===== src/rtl/rs485_uart_rx_fifo.sv =====
// RS485 UART receive path: synchroniser, 16x oversampled 8N1 receiver with
// majority-vote bit decisions, and a first-word-fall-through byte FIFO
// presented on a valid/ready handshake.
module rs485_uart_rx_fifo #(
    parameter int unsigned BAUD_DIV    = 54,
    parameter int unsigned FIFO_DEPTH  = 16,
    parameter int unsigned SYNC_STAGES = 2
) (
    input  logic                          clk_ik,
    input  logic                          rstn_ia,
    input  logic                          rx_i,
    output logic [7:0]                    data_o,
    output logic                          valid_o,
    input  logic                          ready_i,
    output logic [$clog2(FIFO_DEPTH):0]   fill_o,
    output logic                          busy_o,
    output logic                          framing_err_o,
    output logic                          overrun_err_o
);

    localparam int unsigned PTR_W  = $clog2(FIFO_DEPTH);
    localparam int unsigned CNT_W  = PTR_W + 1;
    localparam int unsigned BAUD_W = $clog2(BAUD_DIV);

    typedef enum logic [2:0] {
        S_WAIT_IDLE,
        S_IDLE,
        S_START,
        S_DATA,
        S_STOP
    } state_e;

    // ------------------------------------------------------------------
    // Line synchroniser and edge history
    // ------------------------------------------------------------------
    logic [SYNC_STAGES-1:0] sync_q;
    logic                   rx_prev_q;
    logic                   rx_sync_c;

    assign rx_sync_c = sync_q[SYNC_STAGES-1];

    // Bring the asynchronous line into clk_ik; idle level is high.
    always_ff @(posedge clk_ik or negedge rstn_ia) begin
        if (!rstn_ia) begin
            sync_q    <= '1;
            rx_prev_q <= 1'b1;
        end else begin
            sync_q    <= {sync_q[SYNC_STAGES-2:0], rx_i};
            rx_prev_q <= rx_sync_c;
        end
    end

    // ------------------------------------------------------------------
    // Oversample tick generator
    // ------------------------------------------------------------------
    state_e              state_q;
    logic [BAUD_W-1:0]   baud_cnt_q;
    logic                tick_c;
    logic                start_edge_c;

    assign tick_c       = (baud_cnt_q == BAUD_W'(BAUD_DIV - 1));
    assign start_edge_c = (state_q == S_IDLE) && rx_prev_q && !rx_sync_c;

    // Free-running divider, realigned to the start edge of each frame.
    always_ff @(posedge clk_ik or negedge rstn_ia) begin
        if (!rstn_ia) begin
            baud_cnt_q <= '0;
        end else if (start_edge_c || tick_c) begin
            baud_cnt_q <= '0;
        end else begin
            baud_cnt_q <= baud_cnt_q + BAUD_W'(1);
        end
    end

    // ------------------------------------------------------------------
    // Receive FSM
    // ------------------------------------------------------------------
    logic [3:0] os_cnt_q;
    logic [2:0] bit_idx_q;
    logic       smp7_q;
    logic       smp8_q;
    logic [7:0] shift_q;
    logic       busy_q;
    logic       push_q;
    logic       framing_err_q;
    logic       maj_c;
    logic       decide_c;

    assign maj_c    = (smp7_q & smp8_q) | (smp7_q & rx_sync_c) | (smp8_q & rx_sync_c);
    assign decide_c = tick_c && (os_cnt_q == 4'd9);

    // Frame sequencing; bit values are the 2-of-3 vote of ticks 7, 8, 9.
    always_ff @(posedge clk_ik or negedge rstn_ia) begin
        if (!rstn_ia) begin
            state_q       <= S_WAIT_IDLE;
            os_cnt_q      <= '0;
            bit_idx_q     <= '0;
            smp7_q        <= 1'b1;
            smp8_q        <= 1'b1;
            shift_q       <= '0;
            busy_q        <= 1'b0;
            push_q        <= 1'b0;
            framing_err_q <= 1'b0;
        end else begin
            push_q        <= 1'b0;
            framing_err_q <= 1'b0;
            case (state_q)
                S_WAIT_IDLE: begin
                    busy_q <= 1'b0;
                    if (!rx_sync_c) begin
                        os_cnt_q <= '0;
                    end else if (tick_c) begin
                        if (os_cnt_q == 4'd15) begin
                            os_cnt_q <= '0;
                            state_q  <= S_IDLE;
                        end else begin
                            os_cnt_q <= os_cnt_q + 4'd1;
                        end
                    end
                end
                S_IDLE: begin
                    busy_q <= 1'b0;
                    if (start_edge_c) begin
                        os_cnt_q <= '0;
                        busy_q   <= 1'b1;
                        state_q  <= S_START;
                    end
                end
                S_START, S_DATA, S_STOP: begin
                    if (tick_c) begin
                        os_cnt_q <= os_cnt_q + 4'd1;
                        if (os_cnt_q == 4'd7) smp7_q <= rx_sync_c;
                        if (os_cnt_q == 4'd8) smp8_q <= rx_sync_c;
                    end
                    if (decide_c) begin
                        if (state_q == S_START) begin
                            if (!maj_c) begin
                                bit_idx_q <= '0;
                                state_q   <= S_DATA;
                            end else begin
                                // False start: glitch rather than a real start bit.
                                busy_q  <= 1'b0;
                                state_q <= S_IDLE;
                            end
                        end else if (state_q == S_DATA) begin
                            shift_q <= {maj_c, shift_q[7:1]};
                            if (bit_idx_q == 3'd7) begin
                                state_q <= S_STOP;
                            end else begin
                                bit_idx_q <= bit_idx_q + 3'd1;
                            end
                        end else begin
                            busy_q <= 1'b0;
                            if (maj_c) begin
                                push_q  <= 1'b1;
                                state_q <= S_IDLE;
                            end else begin
                                // Lost framing: resync only after a full idle bit.
                                framing_err_q <= 1'b1;
                                os_cnt_q      <= '0;
                                state_q       <= S_WAIT_IDLE;
                            end
                        end
                    end
                end
                default: begin
                    busy_q  <= 1'b0;
                    state_q <= S_WAIT_IDLE;
                end
            endcase
        end
    end

    // ------------------------------------------------------------------
    // First-word-fall-through FIFO
    // ------------------------------------------------------------------
    logic [7:0]       mem_q [FIFO_DEPTH];
    logic [PTR_W-1:0] wr_ptr_q;
    logic [PTR_W-1:0] rd_ptr_q;
    logic [CNT_W-1:0] count_q;
    logic [CNT_W-1:0] count_d;
    logic             valid_q;
    logic             overrun_q;
    logic             pop_c;
    logic             full_c;
    logic             push_ok_c;

    assign pop_c     = valid_q && ready_i;
    assign full_c    = (count_q == CNT_W'(FIFO_DEPTH));
    assign push_ok_c = push_q && (!full_c || pop_c);

    // Occupancy update; a push and pop in the same cycle cancel out.
    always_comb begin
        count_d = count_q;
        case ({push_ok_c, pop_c})
            2'b10:   count_d = count_q + CNT_W'(1);
            2'b01:   count_d = count_q - CNT_W'(1);
            default: count_d = count_q;
        endcase
    end

    // Storage, pointers, occupancy and overrun flag.
    always_ff @(posedge clk_ik or negedge rstn_ia) begin
        if (!rstn_ia) begin
            for (int unsigned i = 0; i < FIFO_DEPTH; i++) begin
                mem_q[i] <= '0;
            end
            wr_ptr_q  <= '0;
            rd_ptr_q  <= '0;
            count_q   <= '0;
            valid_q   <= 1'b0;
            overrun_q <= 1'b0;
        end else begin
            if (push_ok_c) begin
                mem_q[wr_ptr_q] <= shift_q;
                wr_ptr_q        <= wr_ptr_q + PTR_W'(1);
            end
            if (pop_c) begin
                rd_ptr_q <= rd_ptr_q + PTR_W'(1);
            end
            count_q   <= count_d;
            valid_q   <= (count_d != '0);
            overrun_q <= push_q && !push_ok_c;
        end
    end

    assign data_o        = mem_q[rd_ptr_q];
    assign valid_o       = valid_q;
    assign fill_o        = count_q;
    assign busy_o        = busy_q;
    assign framing_err_o = framing_err_q;
    assign overrun_err_o = overrun_q;

endmodule


===== config.mk =====
export PLATFORM = sky130hd
export DESIGN_NAME = rs485_uart_rx_fifo
export DESIGN_NICKNAME = d
export VERILOG_FILES = /design/src/rtl/rs485_uart_rx_fifo.sv
export SDC_FILE = /design/constraint.sdc
export NUM_CORES = 1
export LEC_CHECK = 0
export CORE_ASPECT_RATIO = 2
export CORE_MARGIN = 2
export CORE_UTILIZATION = 25
export DETAILED_ROUTE_END_ITERATION = 8
export REMOVE_ABC_BUFFERS = 1
export SYNTH_ARGS = -nofsm -noshare
export SYNTH_HDL_FRONTEND = slang
export SYNTH_SLANG_ARGS = --single-unit

===== constraint.sdc =====
create_clock -name clk_ik -period 5.4 [get_ports clk_ik]
set_clock_uncertainty 0.05 [all_clocks]
set_input_delay 0.81 -clock clk_ik [delete_from_list [all_inputs] [get_ports clk_ik]]
set_output_delay 0.81 -clock clk_ik [all_outputs]
set_load 0.005 [all_outputs]

==> run_results.csv, run 1 <==
group,metric,value,unit
run_status,outcome,"finished clean",
floorplanning,die_w,135,um
timing,fin_crit,3.95,ns
synthesis,common_cells,"dfrtp_1, mux2_2, mux2_4, mux4_2, nor2_1",
clocking,hold_buffers,0,
run,openroad.warnings,32,
finish,drive_gt1_share,42.7,%
placement,dp_slack,1.72,ns
synthesis,synth.largest_area_cell,"dfrtp_1",
power_and_ir_drop,p_leak,4.47,nW
placement,dp_hpwl,12.8,mm
placement,gp_congestion,0.762,
synthesis,synth_cell_types,55,
grt,grtUsageMet1,10.5,%
finish,antenna_cells,0,
timing,fmax,0.253,GHz
grt,grt_max_degree,95,
route,wire_per_inst,17.7,um
synthesis,most_common_cell,"dfrtp_1",
finish,mostFrequentLayoutCells,"dfrtp_1, mux2_2, mux4_2, mux2_4, clkdlybuf4s50_1",
synthesis,synth-main-ff-cell,"dfrtp_1",
timing,setup-tns-final,0,ns
synthesis,yosys.stat.seqShare,51.4,%
synthesis,yosysWarnings,0,
placement,numPlacedInstances,989,
timing,slew_violations,0,
critical_path,crit_fanout,15,
clocking,clock_latency,0.43,ns
synthesis,synthCells,566,
route,met1_length,6.42,mm
clocking,cts_resized,0,
synthesis,yosysCellCount,566,
grt,track_usage,10.9,%
grt,grt-ovfl-total,0,
critical_path,start_kind,"flop",
finish,stdcell_count,1021,
route,initialDrtViolationCount,114,
finish,layout.nets,591,
timing,finalClockPeriodUsage,73.2,%
==> run 1: sequential cells by signal (all words and copies together) (netlist names), 2 cells and up <==
name        cells
os_cnt_q        4
fill_o          5
mem_q         128
bit_idx_q       3
rd_ptr_q        4
shift_q         8
wr_ptr_q        4
sync_q          2
baud_cnt_q      6
state_q         3
==> run 1: final cells by class <==
type                            count  area share [%]
Multi-Input combinational cell    341            39.5
Sequential cell                   175            45.0
Tap cell                          436            5.60
Clock inverter                     14            2.32
Timing Repair Buffer               24            2.50
Clock buffer                       18            4.51
Inverter                           13           0.501
==> run 1: logic make-up (layout without fill, tap and decap cells) <==
| family | Yosys count | count (layout) | synth area share [%] |
|---|---|---|---|
| muxes | 185 | 185 | 31.4 |
| DFF | 175 | 175 | 51.4 |
| and+or+nand+nor | 88 | 88 | 6.94 |
| buffers and inverters | 50 | 69 | 3.46 |
| AOI/OAI and AO/OA | 36 | 36 | 2.77 |
| adders and majority gates | 16 | 16 | 2.33 |
| xor gates and xnor gates | 16 | 16 | 1.64 |
==> run 1: worst paths after layout <==
path                       cells past startpoint  slack [ns]        start     endpoint
max in group asynchronous                      2        3.88      rstn_ia  rd_ptr_q[0]
min                                            0        0.31    sync_q[0]    sync_q[1]
min in group asynchronous                      1        0.40      rstn_ia    mem_q[72]
max reg2reg                                   11        2.35    fill_o[2]      valid_o
min reg2reg                                    0        0.31    sync_q[0]    sync_q[1]
max                                            4        1.45  rd_ptr_q[0]    data_o[7]
==> run 1: power breakdown <==
group          switching, mW  total, mW  internal (mW)  leakage [nW]
combinational         0.0332     0.0451         0.0119          1.74
sequential           0.00581       1.32           1.32          2.41
clock                  0.542       1.38          0.842         0.323
==> run 1: worst max-delay path, delay by kind of cell (launching register included) <==
family,cells,cell delay (ns)
muxes,2,1.05
buffers and inverters,2,0.89
DFF,1,0.70
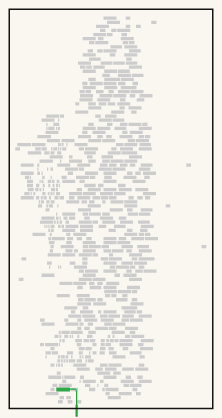
Run 1: nets reached from selected ports
Scale: 1.5 px per um.
- green: valid_o (direction output; end cells 1; buffers 1; wire 16.4 um)
io pins: 21
# port buffers: 20

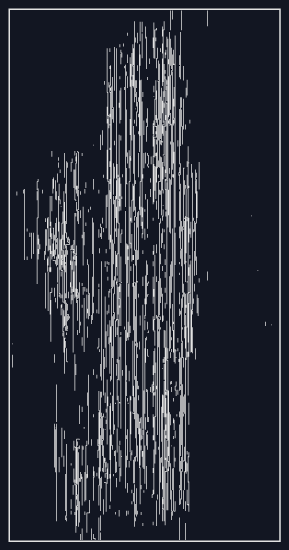
Run 1: met2 routing
Scale: 2 px per um.
- longest straight run: 120 um
- share of all routed wire: 60%
- nets with wire on the layer: 538
- main direction: vertical
- wire length on this layer: 10,800 um

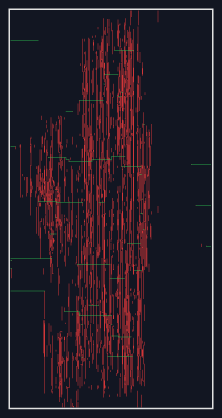
Run 1: signal wires by layer
Scale: 1.5 px per um. Two of the layers only.
- green: metal 3 (wire length 373 um)
- red: metal 2 (wire length 10,800 um)

==> inputs of run 2 (changes only) <==
- clock period: 5.4 -> 3.3 ns (I/O delays scaled with it)
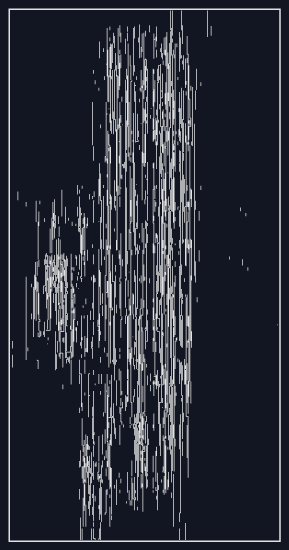
Run 2: met2 routing
Scale: 2 px per um.
- share of all routed wire: 59%
- longest straight run: 118 um

==> run 2 against run 1 <==
Non-clock buffer count up 10; synthesized area did not move; sequential share of layout area decreased by 0.29 points; flip-flop count unchanged; register-to-register slack lost 1.9 ns; global-route usage increased by 0.056 points; critical path depth rose by 1; sequential power is 64% higher; hold slack worse by 0.0011 ns; synthesized cell count stayed put; total power rose by 56%; via count rose by 2.0%; critical endpoint unchanged; largest power group is now sequential cells; highest routed layer unchanged.
==> run_results.csv, run 2 <==
group,metric,value,unit
placement,gp_congestion,0.736,
grt,grt_max_degree,66,
synthesis,yosysWarnings,0,
placement,numPlacedInstances,996,
finish,mostFrequentLayoutCells,"dfrtp_1, mux2_2, mux4_2, mux2_4, clkbuf_16",
critical_path,r2r-start,"fill_o[2]",
synthesis,common_cells,"dfrtp_1, mux2_2, mux2_4, mux4_2, nor2_1",
synthesis,synthCells,566,
run_status,outcome,"finished clean",
hold_path,hold_depth,0,
timing,setup-tns-final,0,ns
timing,slew_violations,0,
critical_path,r2r_slack,0.46,ns
run,openroad.warnings,32,
floorplanning,io_pins,21,
synthesis,synth-main-ff-cell,"dfrtp_1",
placement,dp_slack,0.0530,ns
critical_path,start_kind,"flop",
grt,track_usage,10.9,%
synthesis,yosys.stat.seqShare,51.4,%
timing,fin_crit,3.19,ns
synthesis,most_common_cell,"dfrtp_1",
synthesis,yosysCellCount,566,
critical_path,crit_fanout,11,
finish,antenna_cells,0,
floorplanning,die_w,135,um
## run 2: layout make-up
type / instances / area share, %
Timing Repair Buffer: 34 / 3.83
Clock buffer: 18 / 4.48
Clock inverter: 14 / 1.61
Inverter: 13 / 0.498
Sequential cell: 175 / 44.7
Multi-Input combinational cell: 341 / 39.3
Tap cell: 436 / 5.56
## run 2: worst max path at each step
stage	start	to	depth (start not counted)
2_1_floorplan	rd_ptr_q[0]	data_o[0]	2
3_3_place_gp	ready_i	valid_o	12
3_5_place_dp	ready_i	valid_o	12
4_1_cts	rd_ptr_q[0]	data_o[7]	5
5_1_grt	rd_ptr_q[0]	data_o[7]	5
6_report	rd_ptr_q[0]	data_o[7]	5
## run 2: kinds of logic after synthesis
group	share of synthesized area, %
buf+inv	3.46
flops	51.4
compound gates	2.77
simple gates	6.94
mux	31.4
xor+xnor	1.64
fa+ha+maj	2.33
## run 2: repair_timing
item / 4_1_cts / 5_1_grt
buffers inserted: 1 / 0
resized: 4 / 0
hold buffers: 1 / 0
endpoints found under the hold margin: 14 / 0
endpoints found under the setup margin: 3 / 0
## run 2: where the power goes
part           leakage, nW  internal [mW]  total, mW  switching, mW
Combinational         1.82         0.0219     0.0782         0.0563
Clock                0.295           1.15       2.05          0.901
Sequential            2.41           2.15       2.16        0.00963
Total                 4.52           3.33       4.29          0.967
## run 2: layer usage
metal / up-vias / global-route usage [%] / wire length, um
li1: 2089 / - / -
met1: 2477 / 11.0 / 6590
met2: 55 / 21.1 / 10600
met3: 31 / 2.31 / 412
met4: 0 / 4.89 / 481
met5: - / 0 / 0
Power and IR drop assume default switching activity.
